Figure 1. M1 wires (run 1).
Supply wires on this layer in gray.
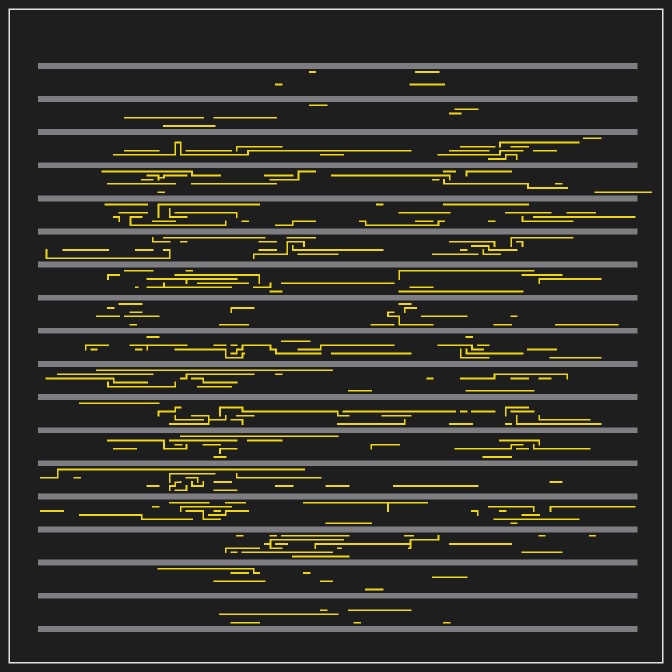
Figure 2. Placement by cell class (run 1).
The bar under the picture is 20 um long. Fill, decap, tap and diode cells in gray.
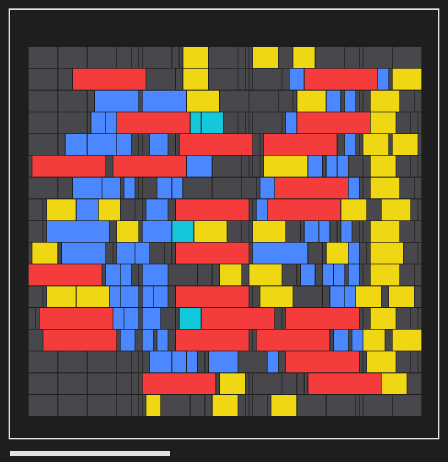
Figure 3. Routing congestion map (run 1).
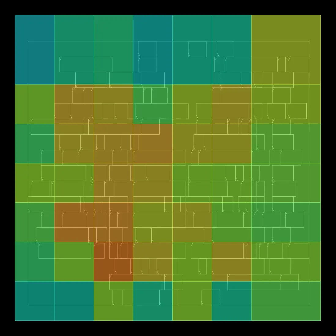
Figure 4. Wires at chosen ports, followed through buffers (run 1).
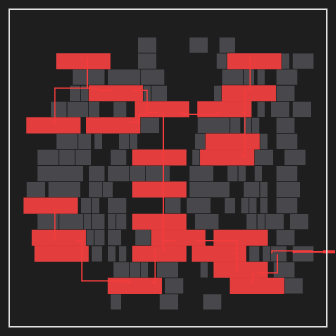
==> config.mk <==
export PLATFORM = sky130hd
export DESIGN_NAME = stream_patch_ctrl
export DESIGN_NICKNAME = d
export VERILOG_FILES = /design/src/rtl/stream_ctrl_pkg.sv /design/src/rtl/frame_coord_counter.sv /design/src/rtl/stream_patch_ctrl.sv
export SDC_FILE = /design/constraint.sdc
export NUM_CORES = 1
export LEC_CHECK = 0
export CAP_MARGIN = 20
export CORE_MARGIN = 2
export CORE_UTILIZATION = 40
export DETAILED_ROUTE_END_ITERATION = 10
export PLACE_DENSITY = 0.73
export SLEW_MARGIN = 40
export SYNTH_ARGS = -nofsm -noshare
export SYNTH_HDL_FRONTEND = slang
export SYNTH_SLANG_ARGS = --single-unit
==> constraint.sdc <==
create_clock -name clock -period 1.4 [get_ports clock]
set_input_delay 0.28 -clock clock [delete_from_list [all_inputs] [get_ports clock]]
set_output_delay 0.28 -clock clock [all_outputs]
set_load 0.02 [all_outputs]
==> src/rtl/stream_ctrl_pkg.sv <==
// Shared types and constant helpers for the stream controllers: FSM state enum and ceil-log2 sizing.
package stream_ctrl_pkg;

  typedef enum logic {
    IDLE = 1'b0,
    RUN  = 1'b1
  } state_t;

  // Never returns less than 1 so a degenerate 1-entry dimension still gets a real bit.
  function automatic int ceil_log2(input int value);
    int result;
    result = 1;
    while ((1 << result) < value) result = result + 1;
    return result;
  endfunction

endpackage

==> src/rtl/frame_coord_counter.sv <==
// Raster (row, column) counter over the full frame; steps on advance, wraps at the frame end.
// last flags the final frame position combinationally so the caller can close the frame on that advance.
module frame_coord_counter #(
  parameter int FRAME_HEIGHT = 6,
  parameter int FRAME_WIDTH  = 6,
  parameter int V_BITW       = 3,
  parameter int H_BITW       = 3
) (
  input  logic              clock,
  input  logic              n_rst,
  input  logic              clear,
  input  logic              advance,
  output logic [V_BITW-1:0] vcnt,
  output logic [H_BITW-1:0] hcnt,
  output logic              last
);

  localparam logic [V_BITW-1:0] LAST_V = V_BITW'(FRAME_HEIGHT - 1);
  localparam logic [H_BITW-1:0] LAST_H = H_BITW'(FRAME_WIDTH - 1);

  assign last = (vcnt == LAST_V) && (hcnt == LAST_H);

  always_ff @(posedge clock or negedge n_rst) begin
    if (!n_rst) begin
      vcnt <= '0;
      hcnt <= '0;
    end else if (clear) begin
      vcnt <= '0;
      hcnt <= '0;
    end else if (advance) begin
      if (hcnt == LAST_H) begin
        hcnt <= '0;
        vcnt <= (vcnt == LAST_V) ? '0 : vcnt + 1'b1;
      end else begin
        hcnt <= hcnt + 1'b1;
      end
    end
  end

endmodule

==> src/rtl/stream_patch_ctrl.sv <==
// Feeds a patch extractor one frame position per advance (1-cycle registered outputs); stalls only on active positions without in_valid.
// Blank positions flush back-to-back. STREAM_PATCH_CTRL_CONTINUOUS_EN keeps RUN across frames without a new start.
module stream_patch_ctrl
  import stream_ctrl_pkg::*;
#(
  parameter int  BIT_WIDTH    = 8,
  parameter int  IMAGE_HEIGHT = 4,
  parameter int  IMAGE_WIDTH  = 4,
  parameter int  FRAME_HEIGHT = 6,
  parameter int  FRAME_WIDTH  = 6,
  localparam int V_BITW       = ceil_log2(FRAME_HEIGHT),
  localparam int H_BITW       = ceil_log2(FRAME_WIDTH)
) (
  input  logic                 clock,
  input  logic                 n_rst,
  input  logic                 start,
  input  logic                 in_valid,
  input  logic [BIT_WIDTH-1:0] in_pixel,
  output logic                 in_ready,
  output logic [BIT_WIDTH-1:0] out_pixel,
  output logic [V_BITW-1:0]    out_vcnt,
  output logic [H_BITW-1:0]    out_hcnt,
  output logic                 out_enable,
  output logic                 busy,
  output logic                 frame_done
);

  // One extra bit so an image dimension equal to a power of two still compares correctly.
  localparam logic [V_BITW:0] IMG_ROWS = (V_BITW + 1)'(IMAGE_HEIGHT);
  localparam logic [H_BITW:0] IMG_COLS = (H_BITW + 1)'(IMAGE_WIDTH);

  state_t              state;
  logic [V_BITW-1:0]   vcnt;
  logic [H_BITW-1:0]   hcnt;
  logic                last;
  logic                active;
  logic                advance;

  assign active   = (state == RUN) && ({1'b0, vcnt} < IMG_ROWS) && ({1'b0, hcnt} < IMG_COLS);
  assign in_ready = active;
  assign advance  = (state == RUN) && (!active || in_valid);
  assign busy     = (state == RUN);

  frame_coord_counter #(
    .FRAME_HEIGHT (FRAME_HEIGHT),
    .FRAME_WIDTH  (FRAME_WIDTH),
    .V_BITW       (V_BITW),
    .H_BITW       (H_BITW)
  ) u_coord (
    .clock   (clock),
    .n_rst   (n_rst),
    .clear   ((state == IDLE) && start),
    .advance (advance),
    .vcnt    (vcnt),
    .hcnt    (hcnt),
    .last    (last)
  );

  always_ff @(posedge clock or negedge n_rst) begin
    if (!n_rst) begin
      state      <= IDLE;
      out_pixel  <= '0;
      out_vcnt   <= '0;
      out_hcnt   <= '0;
      out_enable <= 1'b0;
      frame_done <= 1'b0;
    end else begin
      out_enable <= advance;
      frame_done <= advance && last;
      if (advance) begin
        out_pixel <= active ? in_pixel : '0;
        out_vcnt  <= vcnt;
        out_hcnt  <= hcnt;
      end
      case (state)
        IDLE: if (start) state <= RUN;
        RUN: begin
          if (advance && last) begin
`ifdef STREAM_PATCH_CTRL_CONTINUOUS_EN
            state <= RUN;
`else
            state <= IDLE;
`endif
          end
        end
        default: state <= IDLE;
      endcase
    end
  end

endmodule

==> run notes, run 1 <==
run results: Register Area 576 um2, CP Cell Sequence buf_6 > or4_1 > a32o_1, Clock Sinks 23, fa+ha+maj area frac 0%, total gr overflow 0, Crit-path slowest cell or4_1, CP Data Required Time 1.60 ns, Clk pin slew, worst setup/hold paths 0.12 ns, layout cell share with drive strength beyond 1 18.8%, Top delay family on crit path simple AND/OR/NAND/NOR gates, CP Max Fanout 9, Synth Warn # 0, DR DRC count 0, Avg Inst Size Synth 10.7 um2, async set-reset flop share out of synthesis 100%, OpenROAD warnings 28, largest net degree at the start of global routing 24, vias per inst 5.04, Max Slew Vio Count 0, drt first pass iters 4, total power 3010 uW, # fillers 208, Layout Nets 146, CORE AREA 2280 um2, Final min period 1.47 ns, Late-Pin Clk Latency 0.30 ns, mux share 3.44%, Final GP Congestion 0.783, Top logic family simple AND/OR/NAND/NOR gates, and+or+nand+nor area frac 20.1%, via count 812, worst hold slack 0.323 ns, CP startpoint kind flop, leakage 0.000682 uW, cts bufs inserted 3, status finished with violations, Worst path max stage delay 0.51 ns, H-tree levels 1, Synth Cell Area 982 um2, crit path buf inv count 1, Unique masters post-synth 28, io pins 30, min-delay worst type primary input to async pin, FP Util 43.2%, Achievable Freq 0.682 GHz, max-capacitance violation count 0, cell count listed in synth_stat.txt 92, CTS tree yes, Die Ht 53.6 um, Post-synth regs 23, PortBufs 29, Comb area 383 um2, Crit. End Element flop, global-route wire length before repair 3460 um, Initial DRC Count 11, Die Area 2870 um2, cycle use final 105%, setup violators final 2, RSZ-0062 raised after global routing true, PwrDens 2120 nW/um2, Root Buffer clkbuf_4, initial antenna violation count 0, antenna viol nets, final 0, DR WL/cell 12.6 um, Synth Flop Type dfrtp_1, Post-Route WL 2030 um, # diodes 0, Post-Synth AOI/OAI Area 13.6%, syn nets 104, WS Path Type flop to flop, Worst-Margin Slew 0.410 ns, violated checks setup timing, sequential-to-total area share from yosys stat 58.6%, Max Clock Skew 0.00479 ns, Peak VDD IR 1.26 mV, setup ws final -0.0654 ns, Rel. slew slack 72.4%
Back to the opening pictures, Figure 1:
wire length on this layer: 888 um
longest straight run: 20.2 um
share of all routed wire: 44%

Back to the opening pictures, Figure 2:
legend:
  flops:
    color: red
    cells: 23
    share_of_their_area: 42%
  all other logic:
    color: blue
    cells: 64
    share_of_their_area: 28%
  other buffers and delay cells:
    color: yellow
    cells: 42
    share_of_their_area: 28%
  clock drivers and dummy loads:
    color: cyan
    cells: 4
    share_of_their_area: 1.9%

Back to the opening pictures, Figure 3:
GRT Max-Usage Layer: met2
Finished Core Util: 62.5%
all-layer global routing usage: 16.8%

Back to the opening pictures, Figure 4:
legend:
  `n_rst`:
    color: red
    bits: 1
    direction: input
    edge: right
    end_cells: 23
    buffers: 2
    wire: 145 um

[run 1: through the flow]
step	setup slack, ns	std cells	instance area, um2	utilization (%)
4_1_cts	-0.110	161	1400	61.4
3_5_place_dp	-0.201	151	1330	58.5
2_1_floorplan	0.0352	92	988	-
3_3_place_gp	-0.154	151	1330	58.5
6_report	-0.0654	161	1420	62.5
5_1_grt	-0.0992	161	1420	62.5
[run 1: routing by layer]
metal	part of all wire, %	global-route usage [%]	vias to the layer above	wire length (um)
met5	0	0	-	0
met4	0.54	6.41	0	11
met3	7.2	2.78	2	146
met2	49	29.4	23	988
met1	44	20.7	382	887
li1	-	-	405	-
[run 1: registers in the layout (all words and copies together) (netlist names)]
name,flops
out_vcnt,3
out_pixel,8
u_coord.vcnt,3
out_hcnt,3
u_coord.hcnt,3
frame_done,1
busy,1
out_enable,1
[run 1: final timing paths]
check	start	endpoint	slack [ns]	cells past startpoint
max	u_coord.hcnt[2]	u_coord.hcnt[0]	-0.07	3
min	n_rst	u_coord.hcnt[2]	0.32	2
max reg2reg	u_coord.hcnt[2]	u_coord.hcnt[0]	-0.07	3
min reg2reg	out_pixel[2]	out_pixel[2]	0.49	2
max in group asynchronous	n_rst	out_vcnt[0]	0.86	2
min in group clock	out_pixel[2]	out_pixel[2]	0.49	2
[run 1: cell usage in the layout (no fill, tap or decap), types with 2 or more instances in the layout]
cell type	n
a21oi_1	2
buf_4	6
buf_6	7
clkbuf_4	3
clkdlybuf4s50_1	11
dfrtp_1	23
dlygate4sd2_1	16
inv_1	2
mux2_4	3
nand2_1	22
nand3_1	3
nor2_1	3
o21ai_0	12
[run 1: cells by family (layout without fill, tap and decap cells)]
family                 Yosys count  in the layout
DFF                             23             23
muxes                            3              3
AOI/OAI and AO/OA               20             20
buffers and inverters            7             48
and+or+nand+nor                 39             39
[run 1: power by group]
| part | internal, uW | switching, uW | total, uW |
|---|---|---|---|
| combinational | 773 | 800 | 1570 |
| clock | 111 | 179 | 290 |
| sequential | 952 | 199 | 1150 |
[run 1: area by class of cell]
class | count | share of cell area, %
Inverter | 2 | 0.528
Tap cell | 28 | 2.46
Clock buffer | 4 | 1.85
Timing Repair Buffer | 42 | 27.7
Sequential cell | 23 | 40.5
Multi-Input combinational cell | 62 | 26.9
[run 1: cells in the mapped netlist (2+ instances only)]
cell | number | share of area [%]
a21oi_1 | 2 | 1.0
nand3_1 | 3 | 1.5
dfrtp_1 | 23 | 59
buf_2 | 3 | 1.5
nor2_1 | 3 | 1.1
o21ai_0 | 12 | 6.1
mux2_2 | 3 | 3.4
nand2_1 | 22 | 8.4
inv_1 | 2 | 0.76
[run 1: what timing repair did]
action	in CTS	in global routing
pin swaps	2	4
hold buffers	0	0
buffers inserted	4	1
resized	32	8
endpoints found under the setup margin	33	19
gates cloned	2	0
Figure 5. Local utilization (run 1).
11 x 11 tiles, from white (low) to dark blue (high), 0 to 100% covered.
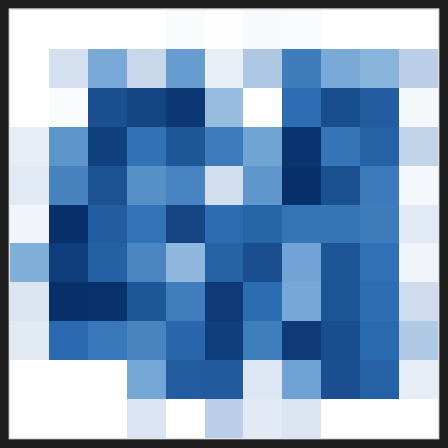

==> run 2: changes to the inputs <==
- PLACE_DENSITY: 0.73 -> 0.7
- clock period: 1.4 -> 1.9 ns (I/O delays scaled with it)
Figure 6. Local utilization (run 2).
11 x 11 tiles, from white (low) to dark blue (high), 0 to 100% covered.
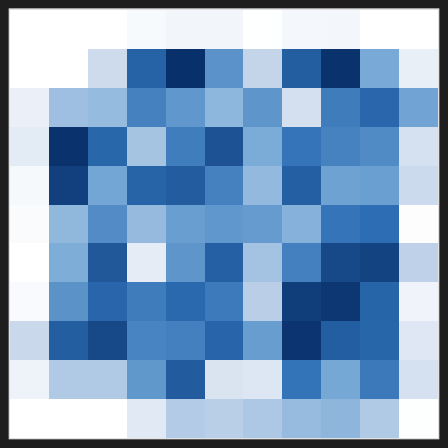
nearly empty tiles: 12%
mean over tiles: 46%
fullest tile: 100%
tiles over 75% full: 24%
emptiest ninth of the die: top left
Finished Core Util: 59.5%
FP Util: 43.2%
CORE AREA: 2280 um2

Figure 7. M1 wires (run 2).
Supply wires on this layer in gray.
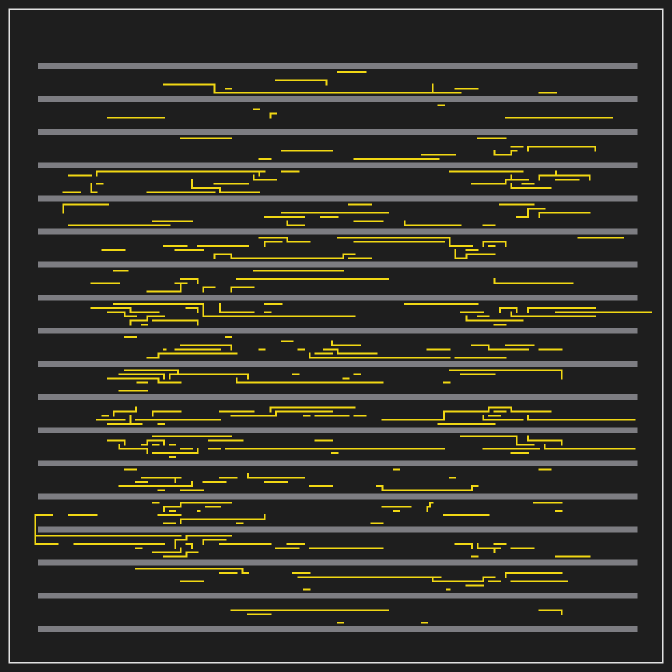
main direction: horizontal
share of all routed wire: 43%
wire length on this layer: 821 um

==> run 2 against run 1 <==
  * Sequential power down 26%
  * Largest cell class unchanged
  * Die area unchanged
  * Register-to-register slack better by 0.51 ns
  * Synthesized cell count unchanged
  * Total power down 29%
  * Clock-buffer cell count unchanged
  * Wire length down 6.1%
  * Clock power down 27%
  * Non-clock buffer count down 6
  * Sequential cell count unchanged
  * Synthesized area unchanged
  * Setup slack better by 0.30 ns
  * Largest power group unchanged
  * The run now ends clean
==> run notes, run 2 <==
run results: status completed, Final GP Congestion 0.769 (-1.9%), Die Area 2870 um2 (unchanged), Synth Flop Type dfrtp_1, via count 760 (-6.4%), max reg flops 8 (unchanged), Post-Route WL 1910 um (-6.1%), Peak VDD IR 0.978 mV (-22%), crit path buf inv count 1 (unchanged), min-delay worst type primary input to async pin, Final min period 1.67 ns, leakage 0.000589 uW (-14%), Root Buffer clkbuf_4, Worst-Margin Slew 0.416 ns (+0.00605 ns), Die Ht 53.6 um (unchanged), H-tree levels 1 (unchanged), all-layer global routing usage 15.2% (-1.6 points), Late-Pin Clk Latency 0.29 ns (about the same), WP depth 1 (-2), io pins 30 (unchanged), Clock Sinks 23 (unchanged), total gr overflow 0 (unchanged), Worst path max stage delay 0.61 ns (+0.10 ns), # diodes 0 (unchanged), Synth Warn # 0 (unchanged), Worst Reg-to-Reg Cells 3 (unchanged), dominant logic cell type in the layout clkdlybuf4s50_1, Max Clock Skew 0.00553 ns (+0.000740 ns), Crit-path slowest cell clkdlybuf4s50_1, async set-reset flop share out of synthesis 100% (unchanged), DR DRC count 0 (unchanged), CP Max Fanout 2 (-7), drt first pass iters 4 (unchanged), DR WL/cell 12.3 um (-2.5%), Synth area leaders dfrtp_1 59%, nand2_1 8.4%, o21ai_0 6.1%, Max Slew Vio Count 0 (unchanged), WS Path Type flop to output port, cts bufs inserted 3 (unchanged), CTS tree yes, top area contributor share 58.6% (unchanged), Clk pin slew, worst setup/hold paths 0.12 ns (about the same), Top reg by flops out_pixel, Post-synth regs 23 (unchanged), largest area contributor in the netlist dfrtp_1, OpenROAD warnings 26 (-7.1%), cell count listed in synth_stat.txt 92 (unchanged), cts hold-fix bufs 0 (unchanged), antenna viol nets, final 0 (unchanged), Rel. slew slack 72.0% (-0.41 points), largest net degree at the start of global routing 24 (unchanged), cycle use final 87.8%, top post-synthesis cells by count 23 x dfrtp_1, 22 x nand2_1, 12 x o21ai_0, layout cell share with drive strength beyond 1 13.4% (-5.4 points), Unique masters post-synth 28 (unchanged), syn nets 104 (unchanged), Yosys top cell by instances dfrtp_1, PortBufs 29 (unchanged)
[run 2: cell counts after synthesis]
Identical to the previous run, type by type.
[run 2: logic make-up after synthesis]
logic type      count (synthesis)  share of synthesized area, %
compound gates                 20                          13.6
buf+inv                         7                          4.20
flops                          23                          58.6
simple gates                   39                          20.1
mux                             3                          3.44
[run 2: worst reg2reg max path, delay by kind of cell (launching register included)]
family / cells / cell delay (ns)
and+or+nand+nor: 1 / 0.51
DFF: 1 / 0.40
AOI/OAI and AO/OA: 1 / 0.27
buffers and inverters: 1 / 0.17
[run 2: routing by layer]
layer | wire length [um] | vias to the layer above | part of all wire [%] | global-route usage [%]
li1 | - | 391 | - | -
met5 | 0 | - | 0 | 0
met2 | 943 | 23 | 49 | 27.6
met3 | 132 | 2 | 6.9 | 2.78
met1 | 820 | 344 | 43 | 18.0
met4 | 12 | 0 | 0.63 | 5.13
[run 2: cell type report]
cell class,count,area [um2],share of cell area (%)
flip-flops and latches,23,576,42.5
repair buffers,36,344,25.4
well taps,28,35.0,2.59
multi-input cells,62,365,27.0
clock buffers,4,26.3,1.94
inverters,2,7.51,0.555
[run 2: timing repair]
item,4_1_cts,5_1_grt
setup endpoints to repair,1,1
resized,1,1
cloned,0,0
[run 2: path summary, 6_finish.rpt]
check | start | endpoint | slack (ns)
min in group clock | out_pixel[0] | out_pixel[0] | 0.49
max | out_vcnt[2] | out_vcnt[2] | 0.23
min | n_rst | out_vcnt[2] | 0.43
min reg2reg | out_pixel[0] | out_pixel[0] | 0.49
max reg2reg | u_coord.vcnt[2] | u_coord.hcnt[0] | 0.44
max in group asynchronous | n_rst | out_pixel[3] | 1.25
[run 2: power breakdown]
part,switching (uW),internal (uW),leakage (uW)
sequential,146,702,0.000282
combinational,549,547,0.000292
clock,130,81.6,0.0000150
total,825,1330,0.000589
[run 2: stage by stage]
step           power (uW)  cell area, um2  utilization, %  hold slack, ns  setup slack, ns
6_report             2150            1350            59.5           0.426            0.231
3_3_place_gp         1950            1330            58.3           0.462            0.235
5_1_grt              2330            1350            59.5           0.426            0.162
2_1_floorplan        1480             982               -          0.0844            0.409
3_5_place_dp         1990            1330            58.3           0.474            0.203
4_1_cts              2190            1350            59.4           0.426           0.0452
Figure 8. Routing congestion map (run 2).
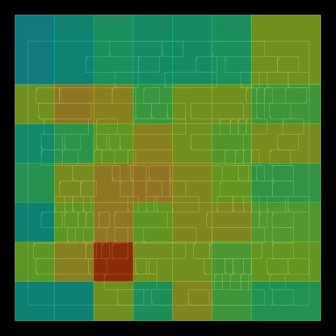

==> run 3: changes to the inputs <==
- GPL_TIMING_DRIVEN: not set -> 0
- SLEW_MARGIN: 40 -> 20
Figure 9. Routing congestion map (run 3).
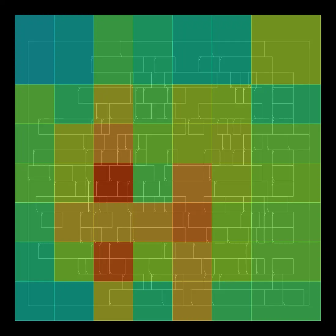
GR Layer Usage met2: 27.2%
all-layer global routing usage: 15.8%
met1 Resource Use GR: 19.1%
DR WL/cell: 12.9 um

==> run 3 against run 2 <==
  * Setup slack lost 0.12 ns
  * Worst hold slack got worse by 0.40 ns
  * Clock skew fell by 0.0020 ns
  * Final area shrank 0.83%
  * Synthesized area stayed put
  * Critical path type unchanged
  * Critical endpoint is now busy
  * Largest power group unchanged
  * Highest routed layer unchanged
==> run notes, run 3 <==
run results: status completed, Post-Synth AOI/OAI Area 13.6% (unchanged), Final GP Congestion 0.837 (+8.9%), Synth area leaders dfrtp_1 59%, nand2_1 8.4%, o21ai_0 6.1%, vias in the first global route 757, CP startpoint busy, Synth Flop Type dfrtp_1, max reg flops 8 (unchanged), Max Clock Skew 0.00354 ns (-0.00200 ns), largest net degree at the start of global routing 24 (unchanged), xor and xnor fraction of the mapped netlist area 0% (unchanged), Root Buffer clkbuf_4, Max Slew Vio Count 0 (unchanged), Post-Route WL 1980 um (+3.7%), antenna viol nets, final 0 (unchanged), and+or+nand+nor area frac 20.1% (unchanged), reg2reg end out_pixel[4], fa+ha+maj area frac 0% (unchanged), Late-Pin Clk Latency 0.30 ns (about the same), Worst path max stage delay 0.64 ns (+0.03 ns), largest area contributor in the netlist dfrtp_1, min-delay worst type primary input to async pin, worst hold slack 0.0242 ns (-0.402 ns), Syn Inst Count 92, top post-synthesis cells by count 23 x dfrtp_1, 22 x nand2_1, 12 x o21ai_0, Crit. End Element output port, WP depth 1 (unchanged), initial antenna violation count 0, syn nets 104 (unchanged), Top reg by flops out_pixel, mux share 3.44% (unchanged), OpenROAD warnings 26 (unchanged), CTS max path bufs 2, Final min period 1.79 ns (+0.117 ns), final hold vios 0, Unique masters post-synth 28 (unchanged), Crit-path slowest cell clkdlybuf4s50_1, critical path endpoint busy, Peak VDD IR 0.934 mV (-4.5%), CTS tree yes, via count 804 (+5.8%), crit path buf inv count 1 (unchanged), FP Util 43.2% (unchanged), # diodes 0 (unchanged), CP Cell Sequence clkdlybuf4s50_1, drt first pass iters 4 (unchanged), Avg Inst Size Synth 10.7 um2, r2r setup slk 0.47 ns (+0.03 ns), Synth Warn # 0 (unchanged), Worst-Margin Slew 0.492 ns (+0.0762 ns), Die Ht 53.6 um (unchanged), Rel. slew slack 67.2% (-4.8 points), Clk pin slew, worst setup/hold paths 0.12 ns (about the same), CP Max Fanout 5 (+3), WS Path Type flop to output port, Finished Core Util 59.0% (-0.49 points), layout cell share with drive strength beyond 1 13.5% (+0.11 points), Top delay family on crit path buffers and inverters, FF-to-FF Start u_coord.vcnt[2], total power 2180 uW (+1.1%), most frequent cells in the layout 27 x clkdlybuf4s50_1, 23 x dfrtp_1, 22 x nand2_1, dominant logic cell type in the layout clkdlybuf4s50_1, cycle use final 94.0% (+6.1 points), CORE AREA 2280 um2 (unchanged), setup ws final 0.115 ns (-0.117 ns), cell count listed in synth_stat.txt 92 (unchanged), H-tree levels 1 (unchanged), pre-CTS WS -0.221 ns (-0.424 ns), cts bufs inserted 3 (unchanged), async set-reset flop share out of synthesis 100% (unchanged), Die Area 2870 um2 (unchanged), GRT Max-Usage Layer met2, GR Layer Usage met3 2.50% (-0.28 points), Post-synth regs 23 (unchanged), top area contributor share 58.6% (unchanged), Top logic family simple AND/OR/NAND/NOR gates, Worst Reg-to-Reg Cells 5 (+2), Clock Sinks 23 (unchanged), total gr overflow 0 (unchanged), Yosys top cell by instances dfrtp_1, leakage 0.000586 uW (-0.60%), DR DRC count 0 (unchanged)
Figure 10. Wires at chosen ports, followed through buffers (run 3).
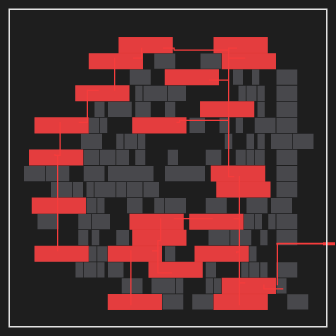
legend:
  `n_rst`:
    color: red
    bits: 1
    direction: input
    edge: right
    end_cells: 23
    buffers: 1
    wire: 162 um
io pins: 30
PortBufs: 29

==> run 3: cell counts after synthesis <==
Identical to the previous run, type by type.
==> run 3: logic make-up (layout without fill, tap and decap cells) <==
kind of cell / Yosys count / count (layout)
flip-flops: 23 / 23
buffers and inverters: 7 / 41
multiplexers: 3 / 3
AND/OR/NAND/NOR: 39 / 39
AND-OR/OR-AND: 20 / 20
==> run 3: per-layer routing <==
metal,routed length [um],share of wire [%]
met1,859,43
met2,945,48
met3,153,7.7
met4,21,1.1
met5,0,0
==> run 3: worst min-delay path by stage <==
stage	startpoint	to	cells after the start
global route	n_rst	out_enable	1
detailed placement	out_pixel[1]	out_pixel[1]	2
floorplan	n_rst	busy	0
CTS	out_pixel[1]	out_pixel[1]	2
finish	n_rst	out_pixel[2]	1
global placement	out_pixel[6]	out_pixel[6]	2
==> run 3: timing repair <==
action | CTS | global route
cloned | 0 | 0
hold buffers | 0 | 0
pin swaps | 1 | 0
setup buffers | 1 | 0
endpoints found under the hold margin | 0 | 0
gates resized | 2 | 1
endpoints found under the setup margin | 1 | 1
==> run 3: through the flow <==
stage / cells / instance area, um2 / setup TNS [ns]
floorplan: 92 / 982 / 0
detailed placement: 149 / 1310 / -0.221
global placement: 149 / 1310 / -0.189
finish: 154 / 1340 / 0
global route: 154 / 1340 / 0
CTS: 154 / 1350 / 0
==> run 3: area by class of cell <==
| cell class | instances | area (um2) | area share, % |
|---|---|---|---|
| sequential | 23 | 576 | 42.9 |
| multi-input combinational | 62 | 372 | 27.7 |
| timing repair buffer | 30 | 293 | 21.8 |
| tap | 28 | 35.0 | 2.61 |
| buffer | 5 | 33.8 | 2.52 |
| clock buffer | 4 | 26.3 | 1.96 |
| inverter | 2 | 7.51 | 0.559 |
==> run 3: where the power goes <==
group          internal, uW  switching [uW]
clock network          81.7             136
logic                   552             571
registers               701             138
Power is estimated from default activity; no workload was simulated.
